Run 1, drive-strength map:
The bar under the picture is 20 um long.
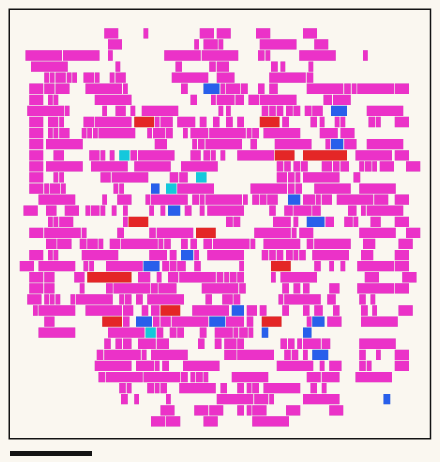
Run 1, the clock network:
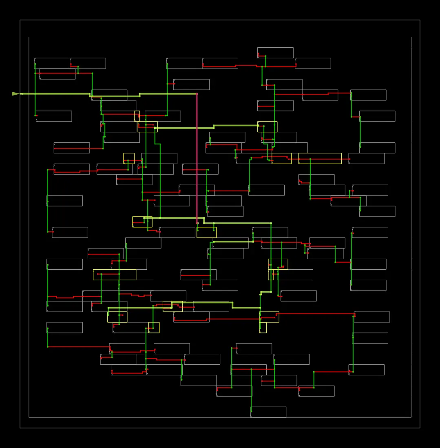
Run 1, selected gate families:
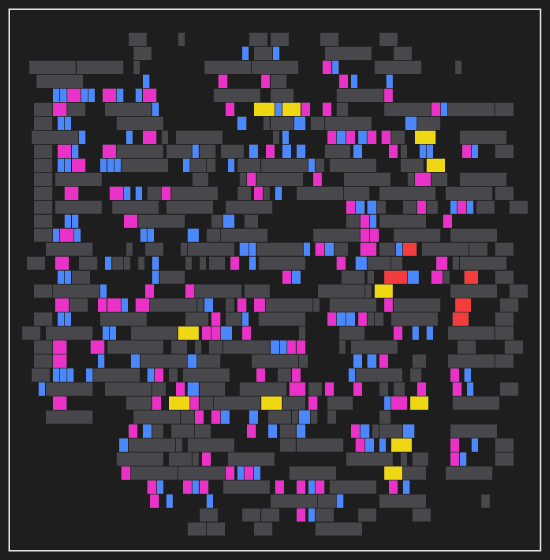
[src/rtl/bin2bcd_if.sv]
// bin2bcd_if
//    Handshake and result bundle for the sequential binary-to-BCD converter.
//    The master is the upstream producer. It drives start and bin, and it
//    receives ready, done_tick, bcd and digit_en.
//    The slave is the converter, which drives the opposite direction.
//
//    Signals:
//       start     - conversion request, honoured only while ready=1
//       bin       - unsigned binary value, BIN_W bits
//       ready     - converter idle and able to accept start
//       done_tick - one-cycle completion pulse
//       bcd       - packed BCD result, digit 0 in bits [3:0]
//       digit_en  - leading-zero blanking mask, bit d = digit d lit
interface bin2bcd_if #(
   parameter int BIN_W  = 20,
   parameter int DIGITS = 7
);
   logic                  start;
   logic [BIN_W-1:0]      bin;
   logic                  ready;
   logic                  done_tick;
   logic [4*DIGITS-1:0]   bcd;
   logic [DIGITS-1:0]     digit_en;

   modport master (
      output start,
      output bin,
      input  ready,
      input  done_tick,
      input  bcd,
      input  digit_en
   );

   modport slave (
      input  start,
      input  bin,
      output ready,
      output done_tick,
      output bcd,
      output digit_en
   );
endinterface

[src/rtl/bin2bcd_seq.sv]
// bin2bcd_seq
//    Sequential double-dabble converter. It turns an unsigned BIN_W-bit value
//    into DIGITS packed BCD digits and a leading-zero blanking mask.
//    A conversion takes BIN_W shift cycles plus one DONE cycle.
//    The bcd and digit_en outputs are loaded only on the completion edge, so a
//    downstream display never sees intermediate shift values.
//
//    Ports:
//       clk     - clock
//       reset_n - asynchronous active-low reset
//       bus     - bin2bcd_if slave modport
//                 (start/bin in; ready/done_tick/bcd/digit_en out)
module bin2bcd_seq #(
   parameter int BIN_W  = 20,
   parameter int DIGITS = 7
) (
   input  logic            clk,
   input  logic            reset_n,
   bin2bcd_if.slave        bus
);

   localparam int CNT_W = $clog2(BIN_W + 1);
   localparam int CAT_W = 4 * DIGITS + BIN_W;

   localparam logic [1:0] ST_IDLE = 2'd0;
   localparam logic [1:0] ST_OP   = 2'd1;
   localparam logic [1:0] ST_DONE = 2'd2;

   // Add 3 to every digit that is 5 or more. All digits use their pre-shift
   // values. The digit is at most 9, so the 4-bit add cannot overflow.
   function automatic logic [4*DIGITS-1:0] dd_adjust(input logic [4*DIGITS-1:0] work);
      logic [4*DIGITS-1:0] res;
      logic [3:0]          dig;
      res = work;
      for (int d = 0; d < DIGITS; d++) begin
         dig = work[4*d +: 4];
         if (dig >= 4'd5) begin
            res[4*d +: 4] = dig + 4'd3;
         end else begin
            res[4*d +: 4] = dig;
         end
      end
      return res;
   endfunction

   // A digit is lit if it or any higher digit is non-zero.
   // Digit 0 is always lit, so a value of zero shows as a single "0".
   function automatic logic [DIGITS-1:0] lit_mask(input logic [4*DIGITS-1:0] val);
      logic [DIGITS-1:0] en;
      logic              seen;
      seen = 1'b0;
      for (int d = DIGITS - 1; d >= 0; d--) begin
         seen  = seen | (val[4*d +: 4] != 4'd0);
         en[d] = seen | (d == 0);
      end
      return en;
   endfunction

   logic [1:0]           state_r;
   logic [1:0]           state_nxt_s;
   logic [BIN_W-1:0]     bin_shift_r;
   logic [4*DIGITS-1:0]  bcd_work_r;
   logic [CNT_W-1:0]     cnt_r;
   logic [4*DIGITS-1:0]  bcd_r;
   logic [DIGITS-1:0]    digit_en_r;

   logic [4*DIGITS-1:0]  adj_s;
   logic [CAT_W-1:0]     shifted_s;
   logic [4*DIGITS-1:0]  work_nxt_s;
   logic [BIN_W-1:0]     bin_nxt_s;
   logic                 last_s;

   // One double-dabble step: adjust the digits, then shift {digits, binary} left by one.
   always_comb begin
      adj_s      = dd_adjust(bcd_work_r);
      shifted_s  = {adj_s, bin_shift_r} << 1;
      work_nxt_s = shifted_s[CAT_W-1:BIN_W];
      bin_nxt_s  = shifted_s[BIN_W-1:0];
      last_s     = (cnt_r == CNT_W'(1));
   end

   // Next-state decode. Any unused encoding falls back to IDLE.
   always_comb begin
      state_nxt_s = ST_IDLE;
      case (state_r)
         ST_IDLE: begin
            if (bus.start) begin
               state_nxt_s = ST_OP;
            end else begin
               state_nxt_s = ST_IDLE;
            end
         end
         ST_OP: begin
            if (last_s) begin
               state_nxt_s = ST_DONE;
            end else begin
               state_nxt_s = ST_OP;
            end
         end
         ST_DONE: state_nxt_s = ST_IDLE;
         default: state_nxt_s = ST_IDLE;
      endcase
   end

   // State register and datapath registers. The outputs load only on the final OP edge.
   always_ff @(posedge clk or negedge reset_n) begin
      if (!reset_n) begin
         state_r     <= ST_IDLE;
         bin_shift_r <= '0;
         bcd_work_r  <= '0;
         cnt_r       <= '0;
         bcd_r       <= '0;
         digit_en_r  <= DIGITS'(1);
      end else begin
         state_r <= state_nxt_s;
         case (state_r)
            ST_IDLE: begin
               if (bus.start) begin
                  bin_shift_r <= bus.bin;
                  bcd_work_r  <= '0;
                  cnt_r       <= CNT_W'(BIN_W);
               end
            end
            ST_OP: begin
               bin_shift_r <= bin_nxt_s;
               bcd_work_r  <= work_nxt_s;
               cnt_r       <= cnt_r - CNT_W'(1);
               if (last_s) begin
                  bcd_r      <= work_nxt_s;
                  digit_en_r <= lit_mask(work_nxt_s);
               end
            end
            default: begin
               cnt_r <= cnt_r;
            end
         endcase
      end
   end

   assign bus.ready     = (state_r == ST_IDLE);
   assign bus.done_tick = (state_r == ST_DONE);
   assign bus.bcd       = bcd_r;
   assign bus.digit_en  = digit_en_r;

endmodule
[src/flat_wrapper.sv]
// flat-port wrapper written by rule: the top's interface ports become plain ports
module bin2bcd_seq_flat 
#(
   parameter int BIN_W  = 20,
   parameter int DIGITS = 7
)
  (clk, reset_n, bus_start, bus_bin, bus_ready, bus_done_tick, bus_bcd, bus_digit_en);
  bin2bcd_if #(.BIN_W(BIN_W), .DIGITS(DIGITS)) bus_i ();
  input  logic clk;
  input  logic reset_n;
  input wire logic [$bits(bus_i.start)-1:0] bus_start;
  input wire logic [$bits(bus_i.bin)-1:0] bus_bin;
  output wire logic [$bits(bus_i.ready)-1:0] bus_ready;
  output wire logic [$bits(bus_i.done_tick)-1:0] bus_done_tick;
  output wire logic [$bits(bus_i.bcd)-1:0] bus_bcd;
  output wire logic [$bits(bus_i.digit_en)-1:0] bus_digit_en;
  assign bus_i.start = bus_start;
  assign bus_i.bin = bus_bin;
  assign bus_ready = bus_i.ready;
  assign bus_done_tick = bus_i.done_tick;
  assign bus_bcd = bus_i.bcd;
  assign bus_digit_en = bus_i.digit_en;
  bin2bcd_seq #(.BIN_W(BIN_W), .DIGITS(DIGITS)) u_core (.clk(clk), .reset_n(reset_n), .bus(bus_i));
endmodule
[config.mk]
export PLATFORM = sky130hd
export DESIGN_NAME = bin2bcd_seq_flat
export DESIGN_NICKNAME = d
export VERILOG_FILES = /design/src/rtl/bin2bcd_if.sv /design/src/rtl/bin2bcd_seq.sv /design/src/flat_wrapper.sv
export SDC_FILE = /design/constraint.sdc
export NUM_CORES = 1
export LEC_CHECK = 0
export CAP_MARGIN = 20
export CORE_AREA = 2 2 101 103
export CTS_CLUSTER_DIAMETER = 50
export DETAILED_ROUTE_END_ITERATION = 7
export DIE_AREA = 0 0 103 105
export GPL_ROUTABILITY_DRIVEN = 0
export PLACE_DENSITY = 0.66
export RECOVER_POWER = 100
export SETUP_SLACK_MARGIN = 0.4
export SYNTH_ARGS = -nofsm -noshare
export SYNTH_HDL_FRONTEND = slang
export SYNTH_SLANG_ARGS = --single-unit
[constraint.sdc]
create_clock -name clk -period 3.95 [get_ports clk]
set_input_delay 1.185 -clock clk [delete_from_list [all_inputs] [get_ports clk]]
set_output_delay 1.185 -clock clk [all_outputs]
set_load 0.05 [all_outputs]
==> flow.log, run 1 <==
[flow] collecting metrics
INFO  metric global_route.overflow_total = 0
INFO  metric ys_seq_elements = between 80 and 90
INFO  metric fp_util = 0.440
INFO  metric mi_logic_area = between 1500 and 2000 um^2
INFO  metric slew_headroom = -0.303
INFO  metric synth_area_per_cell = 9.57 um^2
INFO  metric hold_viol = 0
INFO  metric cp_top_family = buffers and inverters
INFO  metric cts_tree = yes
INFO  metric crit_path_end_kind = output port
INFO  metric cp.buffers_inverters = 1
INFO  metric grt_pass1_wl = 14.8 mm
INFO  metric die_x = 103 um
INFO  metric placed_wire_length_estimate_after_detailed_placement = 6.00 mm
INFO  metric port-buffer-count = around 58
INFO  metric post-synth-top-count-cell = sky130_fd_sc_hd__dfrtp_1
INFO  metric syn_nets = 482
INFO  metric maxSlewViolCount = 54
INFO  metric detail_route.iter0.violations = between 150 and 200
INFO  metric layout.filler_cells = 922
INFO  metric power.static_leakage = 0.00227 uW
INFO  metric clock_buffer_count = 11
INFO  metric post-synth-top-area-cell = sky130_fd_sc_hd__dfrtp_1
INFO  metric yosysTopAreaCellShare = 0.525
INFO  metric power-per-cell-area = 846 nW/um^2
INFO  metric outcome = finished with violations
INFO  metric timing.critical_path.cells = nor2_1 > dlygate4sd3_1
INFO  metric synth-warning-count = 0
INFO  metric clk_path_buf_depth = 2
INFO  metric totalPowerFinal = between 4000 and 5000 uW
INFO  metric comb_power_share = 0.482
INFO  metric synth_cell_type_count = roughly 40
INFO  metric postSynthCellCount = about 440
INFO  metric cts_num_sinks = between 80 and 90
INFO  metric stage_log_warnings = 34
INFO  metric worst_setup_hold_path_clk_slew = around 0.090 ns
INFO  metric finalCriticalPeriod = approximately 3.1 ns
INFO  metric synth-area-yosys = 4240 um^2
INFO  metric die_area = 10,800 um^2
INFO  metric critical-path-max-stage-delay = 0.92 ns
INFO  metric sw_frac_of_total = 0.446
INFO  metric grt_antenna_before_repair = 0
INFO  metric route.detailed.drc = 0
INFO  metric grt_pass1_vias = 3,140
INFO  metric timing.critical_path.slowest_stage_cell = sky130_fd_sc_hd__dlygate4sd3_1
INFO  metric worst_setup_path_start_kind = flop
INFO  metric internal_power = 2390 uW
INFO  metric timing.final.setup_violations = 0
INFO  metric dr_total_vias = roughly 3,300
INFO  metric core_area = 9640 um^2
INFO  metric max_freq = 326 MHz
INFO  metric antenna_violating_nets_post_route = 0
INFO  metric design.seq.count = roughly 90
INFO  metric hp-class = reg -> reg
INFO  metric post_drt_wl_per_cell = between 10 and 15 um
INFO  metric share_of_async_settable_or_async_resettable_flops_after_synthesis = 1.00
INFO  metric path_class = reg -> out
INFO  metric clock_cell_area_share = 0.0414
INFO  metric multi_input_comb_cells = 312
INFO  metric finish.net_count = 535
INFO  metric path_max_fanout = 4
INFO  metric final_min_period_over_clock_period = 0.777
INFO  metric seq_area = 2230 um^2
INFO  metric grt_setup_unrepaired = false
INFO  metric grt_max_degree = 56
INFO  metric power_switching = approximately 1900 uW
INFO  metric max_cap_viol_count = 1
INFO  metric drtPass1Iterations = 4
INFO  metric violated_checks = capacitance limit, slew limit
INFO  metric synthTopCellsByArea = sky130_fd_sc_hd__dfrtp_1 53%, sky130_fd_sc_hd__nand2_1 7.8%, sky130_fd_sc_hd__o21ai_0 7.6%
INFO  metric worst-endpoint-required = approximately 2.8 ns
INFO  metric chipHeight = 105 um
## Picture notes: 'drive-strength map'
Key: blue = drive 2 [cells 17, most used mux2_2]; magenta = drive 1 or less [cells 469, most used dfrtp_1]; cyan = drive 3 to 4 [cells 4]; red = drive 6 and up [cells 11, most used clkbuf_8]
non-clock buffer count: 65
post-layout instance area: 5100 um^2
min setup slack post-route: 0.879 ns

## Picture notes: 'the clock network'
power dissipated in the clock network: 678 uW
number of buffers created by CTS: 9
Fin Clk Skew: 0.0150 ns
clock latency at the later pin of the worst-skew pair: 0.36 ns

## Picture notes: 'selected gate families'
Key: blue = NAND gates [cells 126, most used nand2_1, where spread over the die]; red = AND-OR and OR-AND gates [cells 5, where middle right]; yellow = multiplexers [cells 11, most used mux2_2]; magenta = inverting AOI/OAI gates [cells 106, most used o21ai_0, where spread over the die]
Final Instance Count excl. Fillers: 634
commonest non-fill, non-tap cell in the layout: sky130_fd_sc_hd__dfrtp_1
fraction of area in multi-input gates: 0.356

-- run 1: metal layers --
metal,share of wire,track usage
met5,0,0
met4,0.0074,0.0498
met2,0.46,0.262
met1,0.48,0.239
met3,0.052,0.0468
-- run 1: final timing paths --
| kind | from | endpoint | slack, ns | cells after the start |
|---|---|---|---|---|
| max in group asynchronous | reset_n | u_core.bus.digit_en[4] | 1.25 | 2 |
| hold reg to reg | u_core.bus.bcd[21] | u_core.bus.bcd[21] | 0.48 | 2 |
| setup reg to reg | u_core.cnt_r[0] | u_core.bus.bcd[7] | 1.12 | 5 |
| hold / removal | u_core.bus.bcd[21] | u_core.bus.bcd[21] | 0.48 | 2 |
| min in group asynchronous | reset_n | u_core.bus.bcd[13] | 1.11 | 1 |
| setup / recovery | u_core.state_r[0] | bus_ready | 0.88 | 2 |
-- run 1: worst reg2reg max path, cell delays in order (launching register included) --
cell and delay (ns):
sky130_fd_sc_hd__dfrtp_1 0.42, sky130_fd_sc_hd__ha_1 0.21, sky130_fd_sc_hd__nor4b_1 0.16, sky130_fd_sc_hd__nand2_2 0.08
sky130_fd_sc_hd__clkbuf_1 1.39, sky130_fd_sc_hd__o21ai_0 0.35
-- run 1: cells by family after synthesis --
group           share of synthesized area
compound gates                      0.153
xor+xnor                           0.0186
fa+ha+maj                          0.0472
buf+inv                            0.0404
flops                               0.525
mux                                0.0277
other cells                      0.000884
simple gates                        0.187
-- run 1: power groups by stage --
stage,combinational (uW),clock (uW),sequential [uW]
after floorplan,1230,0,1890
after global placement,2080,0,1570
after detailed placement,2160,0,1580
after CTS,2160,697,1570
after global routing,2330,731,1610
final,2080,678,1560
-- run 1: per-stage QoR --
stage | instances | instance area, um^2
floorplan | 443 | 4240
global placement | 618 | 4940
detailed placement | 618 | 4940
CTS | 634 | 5150
global route | 634 | 5100
finish | 634 | 5100
Run 1, where the registers sit:
Other sequential cells in the stronger gray, the rest of the logic in the fainter gray.
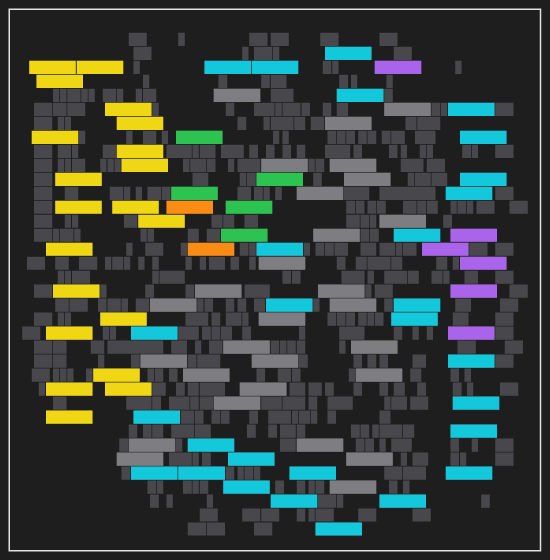

==> run 2: changes to the inputs <==
- PLACE_DENSITY: 0.66 -> 0.69
- clock period: 3.95 -> 2.7 ns (I/O delays scaled with it)
Run 2, where the registers sit:
Other sequential cells in the stronger gray, the rest of the logic in the fainter gray.
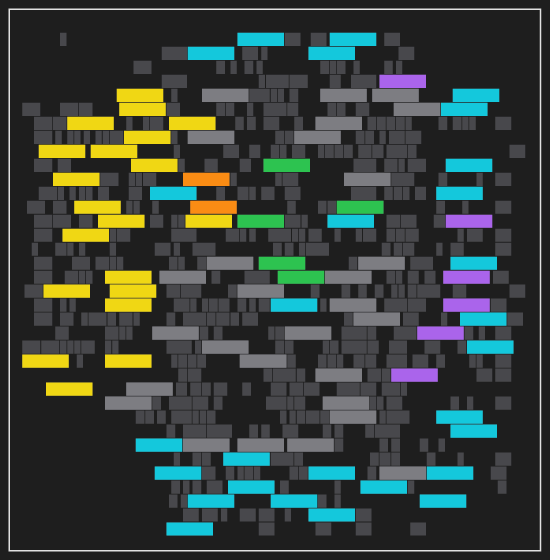
Key: green = u_core.cnt_r [flops 5, where center]; yellow = u_core.bin_shift_r [flops 20]; cyan = u_core.bus.bcd [flops 28]; purple = u_core.bus.digit_en [flops 6, where middle right]; orange = u_core.state_r [flops 2]
Another 28 sequential cells are not colored.
FF+latch area: 2230 um^2
seq pwr: 2270 uW
Seq area share: 0.442
share of the core filled with cells in the final layout: 0.522

Run 2, metal 4:
Supply wires on this layer in gray.
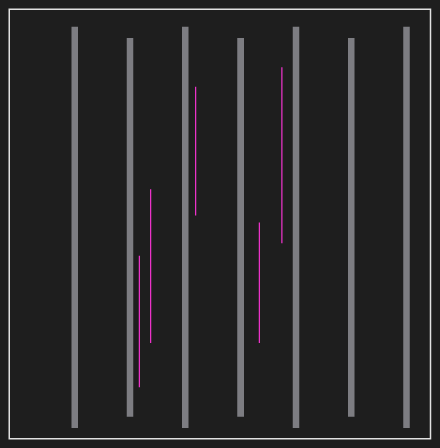
3 nets have wire on it. The wires run mostly vertical. The longest straight run is 42.8 um. The layer carries 173 um of wire. The layer holds 2.0% of the routed length.
number of vias in the routed layout: 3,255
total wire length after detailed routing: 8.68 mm

==> flow.log, run 2 <==
[flow] collecting metrics
INFO  metric worst-endpoint-required = 1.89 ns (was 2.76 ns)
INFO  metric sw_frac_of_total = 0.458 (was 0.446)
INFO  metric grt_setup_unrepaired = false (unchanged)
INFO  metric path_class = reg -> out (unchanged)
INFO  metric fin_area = 5030 um^2 (was 5100 um^2)
INFO  metric port-buffer-count = 58 (unchanged)
INFO  metric powerComb = 2980 uW (was 2080 uW)
INFO  metric antenna_violating_nets_post_route = 0 (unchanged)
INFO  metric lay_top_count = sky130_fd_sc_hd__dfrtp_1 (unchanged)
INFO  metric synthTopCellsByArea = sky130_fd_sc_hd__dfrtp_1 53%, sky130_fd_sc_hd__nand2_1 7.8%, sky130_fd_sc_hd__o21ai_0 7.6% (unchanged)
INFO  metric timing.final.setup_violations = 0 (unchanged)
INFO  metric post-synth-top-area-cell = sky130_fd_sc_hd__dfrtp_1 (unchanged)
INFO  metric ys_seq_elements = 89 (unchanged)
INFO  metric chipHeight = 105 um (unchanged)
INFO  metric timing.final.ws_setup = 0.330 ns (was 0.879 ns)
INFO  metric post-synth-top-count-cell = sky130_fd_sc_hd__dfrtp_1 (unchanged)
INFO  metric clockPowerShare = 0.139 (was 0.157)
INFO  metric yosysTopAreaCellShare = 0.525 (unchanged)
INFO  metric worst_setup_hold_path_clk_slew = 0.09 ns (about the same)
INFO  metric max_cap_viol_count = 0 (was 1)
INFO  metric finish.cell_count_without_fillers = 634 (unchanged)
INFO  metric clock-skew-final = 0.0128 ns (was 0.0150 ns)
INFO  metric placement.cell_area = 4950 um^2 (was 4940 um^2)
INFO  metric postSynthCellCount = 443 (unchanged)
INFO  metric outcome = complete, no violations (was finished with violations)
INFO  metric totalPowerFinal = 6100 uW (was 4320 uW)
INFO  metric hold_viol = 0 (unchanged)
INFO  metric cts_tree = yes (unchanged)
INFO  metric finish.net_count = 535 (unchanged)
INFO  metric cts_num_sinks = 89 (unchanged)
INFO  metric power_switching = 2790 uW (was 1920 uW)
INFO  metric cts_buffers = 9 (unchanged)
INFO  metric global_route.overflow_total = 0 (unchanged)
INFO  metric clockNetworkPower = 849 uW (was 678 uW)
INFO  metric grt_max_degree = 54 (was 56)
INFO  metric cp_top_family = buffers and inverters (unchanged)
INFO  metric clk_path_buf_depth = 2 (unchanged)
INFO  metric max_freq = around 420 MHz
INFO  metric power_top_consumer = combinational cells (unchanged)
INFO  metric grt_pass1_vias = 3,200 (was 3,140)
INFO  metric core_area = 9640 um^2 (unchanged)
INFO  metric drtPass1Iterations = 4 (unchanged)
INFO  metric post_drt_wl_per_cell = 13.7 um (was 13.8 um)
INFO  metric synth-area-yosys = 4240 um^2 (unchanged)
INFO  metric path_max_fanout = 4 (unchanged)
INFO  metric route.detailed.drc = 0 (unchanged)
INFO  metric crit_path_end_kind = output port (unchanged)
INFO  metric share_of_async_settable_or_async_resettable_flops_after_synthesis = 1.00 (unchanged)
INFO  metric timing.critical_path.cells = nor2_1 > clkbuf_1 (was nor2_1 > dlygate4sd3_1)
INFO  metric stage_log_warnings = 34 (unchanged)
INFO  metric clock_latency_at_the_later_pin_of_the_worst_skew_pair = 0.37 ns (was 0.36 ns)
INFO  metric place_inst = 618 (unchanged)
INFO  metric grt_pass1_wl = 15.1 mm (was 14.8 mm)
INFO  metric detail_route.iter0.violations = 132 (was 167)
INFO  metric critical-path-max-stage-delay = 0.50 ns (was 0.92 ns)
INFO  metric fp_util = 0.440 (unchanged)
INFO  metric grt_antenna_before_repair = 0 (unchanged)
INFO  metric synth-warning-count = 0 (unchanged)
INFO  metric die_x = 103 um (unchanged)
INFO  metric synth_cell_type_count = 40 (unchanged)
INFO  metric maxSlewViolCount = 0 (was 54)
## run 2: cell types whose count changed in the layout (fill, tap and decap cells not counted), moves of 2 or more
| cell | change |
|---|---|
| sky130_fd_sc_hd__bufinv_16 | -2 |
| sky130_fd_sc_hd__clkbuf_8 | +2 |
| sky130_fd_sc_hd__dlygate4sd3_1 | -37 |
| sky130_fd_sc_hd__dlygate4sd2_1 | +34 |
## run 2: layout make-up
class | instances | area [um^2]
timing repair buffer | 65 | 559
clock buffer | 12 | 155
inverter | 19 | 71.3
multi-input combinational | 312 | 1830
clock inverter | 4 | 27.5
fill | 942 | 4610
tap | 133 | 166
sequential | 89 | 2230
## run 2: worst paths after layout
path                                        startpoint                      to  slack, ns  cells past startpoint
worst min register to register  u_core.bus.digit_en[6]  u_core.bus.digit_en[6]       0.48                      2
worst max-delay path                 u_core.state_r[0]               bus_ready       0.33                      2
worst max register to register         u_core.cnt_r[1]  u_core.bus.digit_en[2]       0.52                      8
worst min-delay path            u_core.bus.digit_en[6]  u_core.bus.digit_en[6]       0.48                      2
min in group asynchronous                      reset_n   u_core.bcd_work_r[10]       0.60                      1
max in group asynchronous                      reset_n      u_core.bus.bcd[26]       0.67                      2
## run 2: routing by layer
layer	vias up	track usage	wire length, um
li1	1628	-	-
met1	1552	0.250	4320
met2	62	0.261	3810
met3	13	0.0508	373
met4	0	0.0564	172
met5	-	0	0
## run 2: cells by family (layout without fill, tap and decap cells)
family	after synthesis	in the layout	share of synthesized area
multiplexers	11	11	0.0277
flip-flops	89	89	0.525
buffers and inverters	42	100	0.0404
AND-OR/OR-AND	111	111	0.153
other	1	1	0.000884
adder cells (fa/ha/maj)	16	16	0.0472
AND/OR/NAND/NOR	164	164	0.187
XOR/XNOR	9	9	0.0186
Power is estimated from default activity; no workload was simulated.
